==> config.mk <==
export PLATFORM = sky130hd
export DESIGN_NAME = entrada_teclado
export DESIGN_NICKNAME = d
export VERILOG_FILES = /design/src/rtl/entrada_pkg.sv /design/src/rtl/sincronizador.sv /design/src/rtl/entrada_teclado.sv
export SDC_FILE = /design/constraint.sdc
export NUM_CORES = 1
export LEC_CHECK = 0
export ABC_AREA = 1
export CAP_MARGIN = 25
export CORE_ASPECT_RATIO = 0.9
export CORE_MARGIN = 3
export CORE_UTILIZATION = 50
export DETAILED_ROUTE_END_ITERATION = 8
export GPL_TIMING_DRIVEN = 0
export PLACE_DENSITY = 0.73
export REMOVE_ABC_BUFFERS = 1
export SLEW_MARGIN = 20
export SYNTH_ARGS = -nofsm -noshare
export SYNTH_HDL_FRONTEND = slang
export SYNTH_SLANG_ARGS = --single-unit
==> constraint.sdc <==
create_clock -name clk -period 3.6 [get_ports clk]
set_clock_uncertainty 0.15 [all_clocks]
set_input_delay 0.54 -clock clk [delete_from_list [all_inputs] [get_ports clk]]
set_output_delay 0.54 -clock clk [all_outputs]
set_load 0.02 [all_outputs]
==> src/rtl/entrada_pkg.sv <==
// rtl/entrada_pkg.sv - shared FSM encoding and constants for the keypad input stage
package entrada_pkg;

  typedef enum logic [1:0] {
    OCIOSO         = 2'b00,
    FILTRA_APERTO  = 2'b01,
    APERTADO       = 2'b10,
    FILTRA_SOLTURA = 2'b11
  } estado_t;

  localparam logic [3:0] MAX_DIGITO       = 4'd9;
  localparam int         DEBOUNCE_DEFAULT = 4;

  function automatic logic digito_valido(input logic [3:0] valor);
    return (valor <= MAX_DIGITO);
  endfunction

endpackage

==> src/rtl/sincronizador.sv <==
// rtl/sincronizador.sv - two-flop synchroniser for asynchronous inputs
module sincronizador #(
  parameter int WIDTH = 5
) (
  input  logic             i_clk,
  input  logic             i_rst_n,
  input  logic [WIDTH-1:0] i_d,
  output logic [WIDTH-1:0] o_q
);

  logic [WIDTH-1:0] r_meta;
  logic [WIDTH-1:0] r_sync;

  always_ff @(posedge i_clk or negedge i_rst_n) begin
    if (!i_rst_n) begin
      r_meta <= '0;
      r_sync <= '0;
    end else begin
      r_meta <= i_d;
      r_sync <= r_meta;
    end
  end

  assign o_q = r_sync;

endmodule

==> src/rtl/entrada_teclado.sv <==
// rtl/entrada_teclado.sv - debounced button/switch capture producing one strobe per press
// Valid BCD digits raise insere; values above nine raise invalido and are dropped.
module entrada_teclado
  import entrada_pkg::*;
#(
  parameter int DEBOUNCE_CYCLES = DEBOUNCE_DEFAULT
) (
  input  logic       clk,
  input  logic       reset,
  input  logic       botao,
  input  logic [4:1] chaves,
  output logic       insere,
  output logic [4:1] numero,
  output logic       invalido,
  output logic       ocupado
);

  localparam logic [7:0] CNT_ULTIMO = 8'(DEBOUNCE_CYCLES - 1);

  logic [4:0] w_sync;
  logic       w_botao_s;
  logic [3:0] w_chaves_s;

  estado_t    r_estado;
  logic [7:0] r_cnt;
  logic [3:0] r_numero;
  logic       r_insere;
  logic       r_invalido;
  logic       r_ocupado;

  sincronizador #(
    .WIDTH(5)
  ) u_sinc (
    .i_clk  (clk),
    .i_rst_n(reset),
    .i_d    ({botao, chaves}),
    .o_q    (w_sync)
  );

  assign w_botao_s  = w_sync[4];
  assign w_chaves_s = w_sync[3:0];

  // Strobes default low every cycle so each accepted press yields a single pulse.
  always_ff @(posedge clk or negedge reset) begin
    if (!reset) begin
      r_estado   <= OCIOSO;
      r_cnt      <= 8'd0;
      r_numero   <= 4'b0000;
      r_insere   <= 1'b0;
      r_invalido <= 1'b0;
      r_ocupado  <= 1'b0;
    end else begin
      r_insere   <= 1'b0;
      r_invalido <= 1'b0;
      case (r_estado)
        OCIOSO: begin
          if (w_botao_s) begin
            r_estado  <= FILTRA_APERTO;
            r_cnt     <= 8'd1;
            r_ocupado <= 1'b1;
          end
        end
        FILTRA_APERTO: begin
          if (!w_botao_s) begin
            r_estado  <= OCIOSO;
            r_cnt     <= 8'd0;
            r_ocupado <= 1'b0;
          end else if (r_cnt == CNT_ULTIMO) begin
            r_estado <= APERTADO;
            r_cnt    <= 8'd0;
            if (digito_valido(w_chaves_s)) begin
              r_numero <= w_chaves_s;
              r_insere <= 1'b1;
            end else begin
              r_invalido <= 1'b1;
            end
          end else begin
            r_cnt <= r_cnt + 8'd1;
          end
        end
        APERTADO: begin
          if (!w_botao_s) begin
            r_estado <= FILTRA_SOLTURA;
            r_cnt    <= 8'd1;
          end
        end
        FILTRA_SOLTURA: begin
          // A bounce back high returns to APERTADO without a new capture.
          if (w_botao_s) begin
            r_estado <= APERTADO;
            r_cnt    <= 8'd0;
          end else if (r_cnt == CNT_ULTIMO) begin
            r_estado  <= OCIOSO;
            r_cnt     <= 8'd0;
            r_ocupado <= 1'b0;
          end else begin
            r_cnt <= r_cnt + 8'd1;
          end
        end
        default: begin
          r_estado  <= OCIOSO;
          r_cnt     <= 8'd0;
          r_ocupado <= 1'b0;
        end
      endcase
    end
  end

  assign insere   = r_insere;
  assign invalido = r_invalido;
  assign numero   = r_numero;
  assign ocupado  = r_ocupado;

endmodule

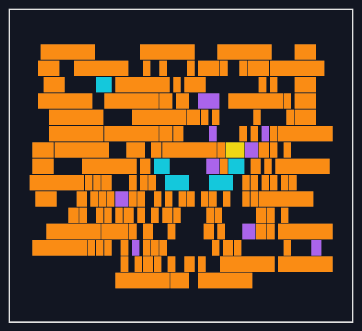
sizing.png
Drawn at 6 px/µm.
- x2: purple (cells 9; share 5.8%)
- x6 and larger: yellow (cells 1; share 0.65%)
- x1 and smaller: orange (cells 139; share 90%)
- x3 and x4: cyan (cells 5; share 3.2%)

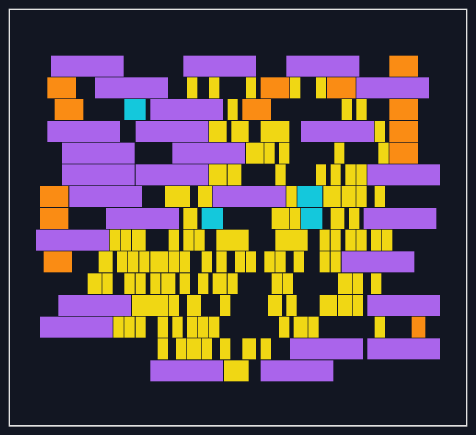
class_map.png
Drawn at 8 px/µm.
- sequential cells: purple (cells 27)
- clock drivers and dummy loads: cyan (cells 4)
- remaining buffers and delay cells: orange (cells 13)
- remaining logic cells: yellow (cells 110)

==> flow_metrics.env <==
# flow metrics
export IMPL_status="finished, final reports clean"
export IMPL_hold_violations=0
export IMPL_ys_types=18
export IMPL_postSynthSeqShare_pct=57.75
export IMPL_cp_start_kind="flip-flop"
export IMPL_adder_share_pct=1.070
export IMPL_place_area_um2=1326
export IMPL_antenna_found_initial=0
export IMPL_cp_top_family="buffers and inverters"
export IMPL_hold_buffers=0
export IMPL_fp_dieArea_um2=2957
export IMPL_ys_sh_aoi_pct=4.278
export IMPL_rsz0062_at_grt="false"
export IMPL_ios=14
export IMPL_slew_headroom_pct=61.62
export IMPL_ys_sh_mux_pct=0
export IMPL_crit_end="numero[2]"
export IMPL_die_x_um=56.99
export IMPL_ir_drop_mv=0.4292
export IMPL_comb_area_um2=437.9
export IMPL_max_freq_ghz=0.4981
export IMPL_ys_seq_elements=27
export IMPL_nets=163
export IMPL_tool_warnings=25
export IMPL_gp_congestion=0.8198
export IMPL_power_internal_uw=520.1
export IMPL_arrival_ns=1.32
export IMPL_syn2layout_area_growth_pct=16.04
export IMPL_n_fill_cell=194
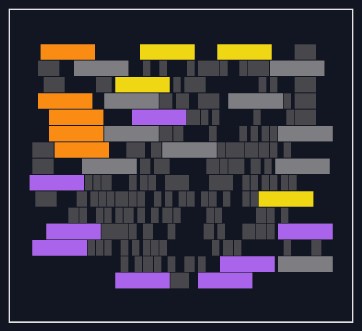
ff_map.png
Drawn at 6 px/µm.
- numero: yellow (placed flops 4)
- u_sinc.r_meta: orange (placed flops 5)
- r_cnt: purple (placed flops 8)

## synth_stat cells
master	instances	area share (%)
nand2_1	54	17
dfrtp_1	27	58
inv_1	12	3.8
nor2_1	10	3.2
nand3_1	6	2.6
o21ai_1	6	2.6
nand4_1	4	2.1
o21ai_0	4	1.7
inv_2	3	0.96
nand2_2	3	1.6
ha_1	1	1.1
nand2_4	1	0.96
nand3_2	1	0.86
nor2_2	1	0.54
nor2_4	1	0.96
nor3_1	1	0.43
xnor2_1	1	0.75
xor2_1	1	0.75
## flip-flops by register name, summed over array words and instances (netlist names), named ones only
| signal | count |
|---|---|
| numero | 4 |
| u_sinc.r_meta | 5 |
| r_cnt | 8 |
| u_sinc.o_q | 5 |
| insere | 1 |
| invalido | 1 |
| ocupado | 1 |
| r_estado | 1 |
## area by class of cell
cell class	instances	share of cell area, %
Tap cell	25	2.304
Clock buffer	3	1.659
Timing Repair Buffer	13	9.217
Multi-Input combinational cell	95	32.26
Clock inverter	1	0.6452
Sequential cell	27	49.77
Inverter	15	4.147
## layer usage
metal	track usage (%)	part of all wire (%)
met1	20.96	46
met2	25.48	46
met3	4.715	6.3
met4	6.564	1.8
met5	0	0
## power groups by stage
stage	combinational (µW)	sequential, µW	clock [µW]
after floorplan	156	440	0
after global placement	291	409	0
after detailed placement	299	413	0
after CTS	301	406	146
after global routing	334	416	157
final	299	406	138
## per-stage QoR
stage	instances	util, %	hold slack (ns)
2_1_floorplan	137	-	0.09441
3_3_place_gp	175	64.48	0.1814
3_5_place_dp	175	64.24	0.1847
4_1_cts	179	65.76	0.03715
5_1_grt	179	65.76	0.04351
6_report	179	65.76	0.02737
No activity file was given, so power comes from the tool's default toggle rates.
